==> src/rtl/regn_univ.sv <==
// -----------------------------------------------------------------------------
// regn_univ -- parametrised universal datapath register
//
// A WIDTH-bit register with a programmable reset value and eight operations
// selected by MODE: hold, load, shift left/right (through Ser_In), increment,
// decrement, rotate left/right. Reports the bit last shifted or rotated out
// (Ser_Out), an inc/dec carry/borrow flag (Carry) and a combinational
// all-zero flag (Zero).
//
// Parameters
//   WIDTH      register width in bits (>= 2)
//   RESET_VAL  value Reg_Out takes on reset
//
// Ports
//   clk      in   rising-edge clock, sole clock domain
//   res      in   synchronous active-high reset (priority over EN/MODE)
//   EN       in   operation enable; 0 holds all state
//   MODE     in   3-bit operation select
//   Reg_In   in   parallel load data
//   Ser_In   in   serial input bit used by the shifts
//   Reg_Out  out  registered register contents
//   Ser_Out  out  registered bit last shifted/rotated out
//   Carry    out  registered carry (inc) / borrow (dec) flag
//   Zero     out  combinational, 1 when Reg_Out == 0
//
// Configuration macro: REGN_UNIV_ROTATE_EN
//   defined   -> MODE 110/111 rotate left/right
//   undefined -> MODE 110/111 behave as hold; no rotate logic is built
// -----------------------------------------------------------------------------
module regn_univ #(
  parameter int               WIDTH     = 8,
  parameter logic [WIDTH-1:0] RESET_VAL = {WIDTH{1'b0}}
) (
  input  logic             clk,
  input  logic             res,
  input  logic             EN,
  input  logic [2:0]       MODE,
  input  logic [WIDTH-1:0] Reg_In,
  input  logic             Ser_In,
  output logic [WIDTH-1:0] Reg_Out,
  output logic             Ser_Out,
  output logic             Carry,
  output logic             Zero
);

  typedef enum logic [2:0] {
    MODE_HOLD = 3'b000,
    MODE_LOAD = 3'b001,
    MODE_SHL  = 3'b010,
    MODE_SHR  = 3'b011,
    MODE_INC  = 3'b100,
    MODE_DEC  = 3'b101,
    MODE_ROL  = 3'b110,
    MODE_ROR  = 3'b111
  } mode_e;

  mode_e mode;
  assign mode = mode_e'(MODE);

  // The extra MSB of the increment sum is the carry out of the all-ones wrap.
  logic [WIDTH:0]   inc_sum;
  logic [WIDTH-1:0] dec_val;

  assign inc_sum = {1'b0, Reg_Out} + {{WIDTH{1'b0}}, 1'b1};
  assign dec_val = Reg_Out - {{(WIDTH-1){1'b0}}, 1'b1};

  // NOTE: state is updated with non-blocking assignments so every operation
  // reads the pre-edge Reg_Out, independent of statement order.
  always_ff @(posedge clk) begin
    if (res) begin
      Reg_Out <= RESET_VAL;
      Ser_Out <= 1'b0;
      Carry   <= 1'b0;
    end else if (EN) begin
      // Carry is a one-operation flag: every enabled mode clears it unless
      // the inc/dec branch below overrides it.
      Carry <= 1'b0;
      case (mode)
        MODE_HOLD: ;
        MODE_LOAD: Reg_Out <= Reg_In;
        MODE_SHL: begin
          Reg_Out <= {Reg_Out[WIDTH-2:0], Ser_In};
          Ser_Out <= Reg_Out[WIDTH-1];
        end
        MODE_SHR: begin
          Reg_Out <= {Ser_In, Reg_Out[WIDTH-1:1]};
          Ser_Out <= Reg_Out[0];
        end
        MODE_INC: begin
          Reg_Out <= inc_sum[WIDTH-1:0];
          Carry   <= inc_sum[WIDTH];
        end
        MODE_DEC: begin
          Reg_Out <= dec_val;
          Carry   <= (Reg_Out == {WIDTH{1'b0}});  // borrow only on 0 -> all-ones
        end
`ifdef REGN_UNIV_ROTATE_EN
        MODE_ROL: begin
          Reg_Out <= {Reg_Out[WIDTH-2:0], Reg_Out[WIDTH-1]};
          Ser_Out <= Reg_Out[WIDTH-1];
        end
        MODE_ROR: begin
          Reg_Out <= {Reg_Out[0], Reg_Out[WIDTH-1:1]};
          Ser_Out <= Reg_Out[0];
        end
`else
        // Without the rotate option these codes are plain holds.
        MODE_ROL, MODE_ROR: ;
`endif
        default: ;
      endcase
    end
  end

  assign Zero = ~|Reg_Out;

endmodule

==> config.mk <==
export PLATFORM = sky130hd
export DESIGN_NAME = regn_univ
export DESIGN_NICKNAME = d
export VERILOG_FILES = /design/src/rtl/regn_univ.sv
export SDC_FILE = /design/constraint.sdc
export NUM_CORES = 1
export LEC_CHECK = 0
export CORE_MARGIN = 8
export CORE_UTILIZATION = 30
export CTS_CLUSTER_SIZE = 25
export DETAILED_ROUTE_END_ITERATION = 12
export GPL_TIMING_DRIVEN = 1
export REMOVE_ABC_BUFFERS = 1
export SYNTH_ARGS = -nofsm -noshare
export SYNTH_HDL_FRONTEND = slang
export SYNTH_SLANG_ARGS = --single-unit
==> constraint.sdc <==
create_clock -name clk -period 2.14 [get_ports clk]
set_input_delay 0.642 -clock clk [delete_from_list [all_inputs] [get_ports clk]]
set_output_delay 0.642 -clock clk [all_outputs]
set_load 0.005 [all_outputs]
==> changes_impl.md <==
### Physical design

* Multi-In Gates at 110
* Met1 Routed Length at 1.64 mm
* H-tree depth at 1
* Cell area after synthesis at 0.00108 mm^2
* Width of the die at 76.0 um
* Startpoint Class: register
* Initial antenna violation count at 0
* Flop-to-flop setup slack at 0.28 ns
* Syn avg cell area at 7.93 um^2
* CTS tree: yes
* Layout cells sized above 1 at 0.305
* Seq_cells at 10
* DP Cell Count at 230
* Fin. max-slew vios at 0
* Fill cell count at 319
* Clock network area share at 0.0140
* Worst-path clk slew at 0.08 ns
* Max_cap viols at 0
* Complex-gate fraction of the synthesized area at 0.224
* Hold crit path type: register to register
* Final setup viols at 0
* YS chip area at 0.00108 mm^2
* GPL Wtd Cong at 0.973
* Largest net degree at the start of global routing at 11
* Worst path depth at 5
* First-pass GRT wire length at 5.89 mm
* Yosys cell count at 136
* Synthesized instance count at 136
* Distinct lib cells at 42
* Routing usage on met2 at 0.204
* Endpoints failing hold at 0
* Post-layout util at 0.475
* Critical Path Sink: Zero
* Largest register FFs at 8
* Comb power at 368 uW
* Number of global-route vias before repair at 1215
* Mux area share at 0.0824
* CP required at 1.50 ns
* Non-clock buffer count at 62
* WHS at 0.468 ns
* Maximum operating frequency at 0.483 GHz
* Final wirelength at 3.58 mm
* Xor+xnor area frac at 0.0568
* Critical Path Start: Reg_Out[1]$_SDFFE_PP0P_
* DRT antenna net count at 0
* Post-CTS sizing at 9
* Area Overhead vs Synth at 49.3%
* I/O pins at 26
* Final Cycle Share at 0.967
* Core box area at 0.00339 mm^2
* Top cells by count: 13 x a21oi_1, 12 x nand2_1, 10 x dfxtp_1
* GRT Total Usage at 0.118
* I/O Buffers at 25
* Drt initial violations at 109
* Status: completed
* Buffering overhead at 0.327
* Critical Path Slowest Stage Cell: dfxtp_1
* Pwr Density at 442 mW/mm^2
* Post-DP HPWL at 2.70 mm
* Max Used Layer: met4
* Taps Inserted at 46
* Storage element area at 200 um^2
* Max clock buf depth at 2
* Switching share of total power at 0.347
* Post-DP Area at 0.00153 mm^2
* Leakage Power at 0.000690 uW
* Ys async rst share at 0
* Chip area at 0.00577 mm^2
* Total CTS buffers at 3
* Core Rows at 21
* Worst Hold Launch: Carry$_SDFFE_PP0P_
* Flop share of the area at 0.124
* Buf/Inv on CP at 2
* Post-synth area hogs: dfxtp_1 19%, mux2_2 7.3%, a21oi_1 6.0%, clkbuf_8 5.1%, ha_1 4.6%
* Post-synth top flop: dfxtp_1
* Worst setup margin at 0.0710 ns
* Layer carrying the most global-route usage: met2
* Setup bufs post-CTS at 2
* Maximum vdd ir drop at 0.000120 V
* 1st-pass router iterations at 4
* Hold depth at 2
* Top-count cell post-synth: a21oi_1
* Worst Setup End Kind: output port
* Metal3 WL at 190 um
* Synthesized registers at 10
* R2r startpoint: Reg_Out[0]$_SDFFE_PP0P_
* Sequential power at 208 uW
* Most numerous logic cells after layout: 37 x buf_4, 21 x clkdlybuf4s50_1, 13 x a21oi_1, 12 x nand2_1, 10 x dfxtp_1
* Reg power frac at 0.292
* Largest stage delay on the critical path at 0.32 ns
* Clk_skew at 0.00447 ns
* Rel. slew slack at 0.744
* Clock network power share at 0.191
* WL met2 at 1.74 mm
* Worst Tran Pin Value at 0.383 ns
* Top class by area: combinational gates
* Crit path time final at 2.07 ns
* Vias per cell at 5.23
* Comb area leader: simple AND/OR/NAND/NOR gates
* MI comb area at 785 um^2
* Comb pwr share at 0.516
* Yosys warning count at 0
* Gr ovfl total at 0
* Largest Pwr Group: combinational logic
* Synth area leader: dfxtp_1
* Seq share, synth at 0.186
* Setup_tns at 0 ns
* Yosys adder share at 0.0464
* Largest register by flop count: Reg_Out
* Die Y at 76.0 um
* Hold endpoint: Carry$_SDFFE_PP0P_
* RR Endpoint: Reg_Out[5]$_SDFFE_PP0P_
* Non-Clock Inverter Count at 5
* Post-Synth Simple-Gate Area at 0.283
* Routed via count at 1234
* Pwr Total at 712 uW
==> images/clock_nets.png <==
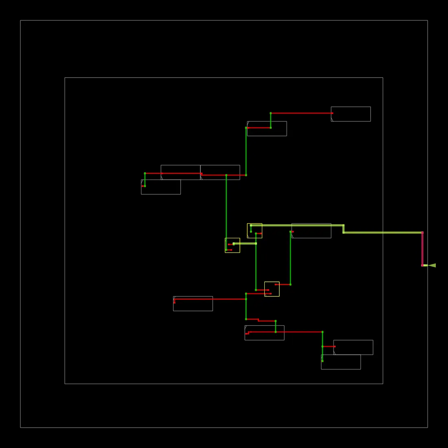
clock-net power: 136 uW
# clock sinks: 10
layout clock buffer count: 3

==> images/layers.png <==
Two of the layers only.
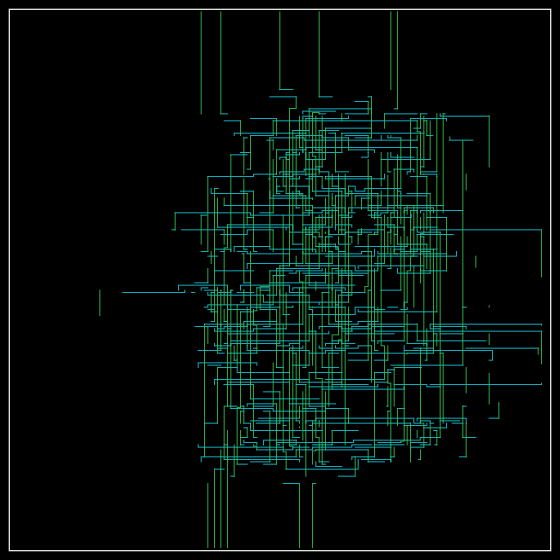
legend:
  green:
    layer: M2
    wire_length: 1740 um
  cyan:
    layer: M1
    wire_length: 1640 um

==> images/gates.png <==
The bar under the picture is 20 um long.
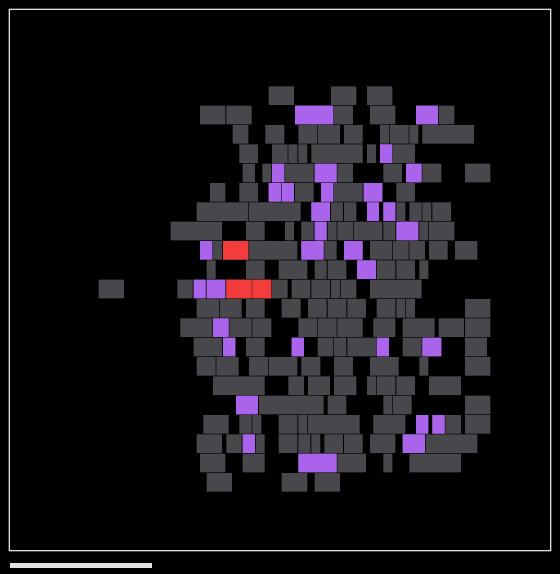
legend:
  red:
    family: non-inverting ao/oa cells
    cells: 3
  purple:
    family: aoi and oai cells
    cells: 32
    most_used: a21oi_1

==> images/pinout.png <==
Pins as bars across the die edge, other pins in grey.
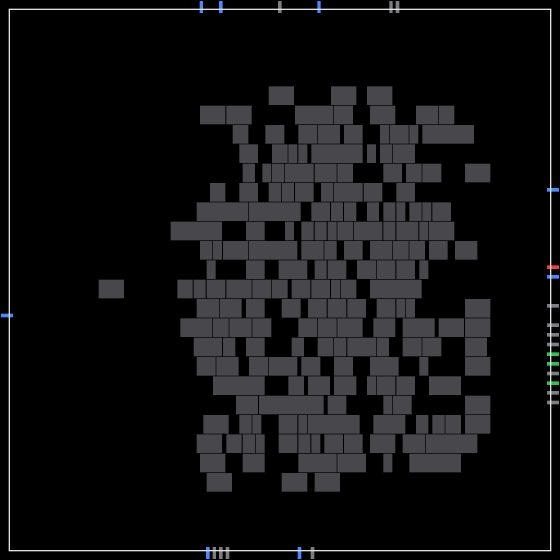
legend:
  blue:
    port: Reg_In
    pins: 8
    direction: input
    edge: 3 top, 2 bottom, 2 right, 1 left
  green:
    port: MODE
    pins: 3
    direction: input
    edge: right
  red:
    port: Zero
    pins: 1
    direction: output
    edge: right

Power and IR drop assume default switching activity.
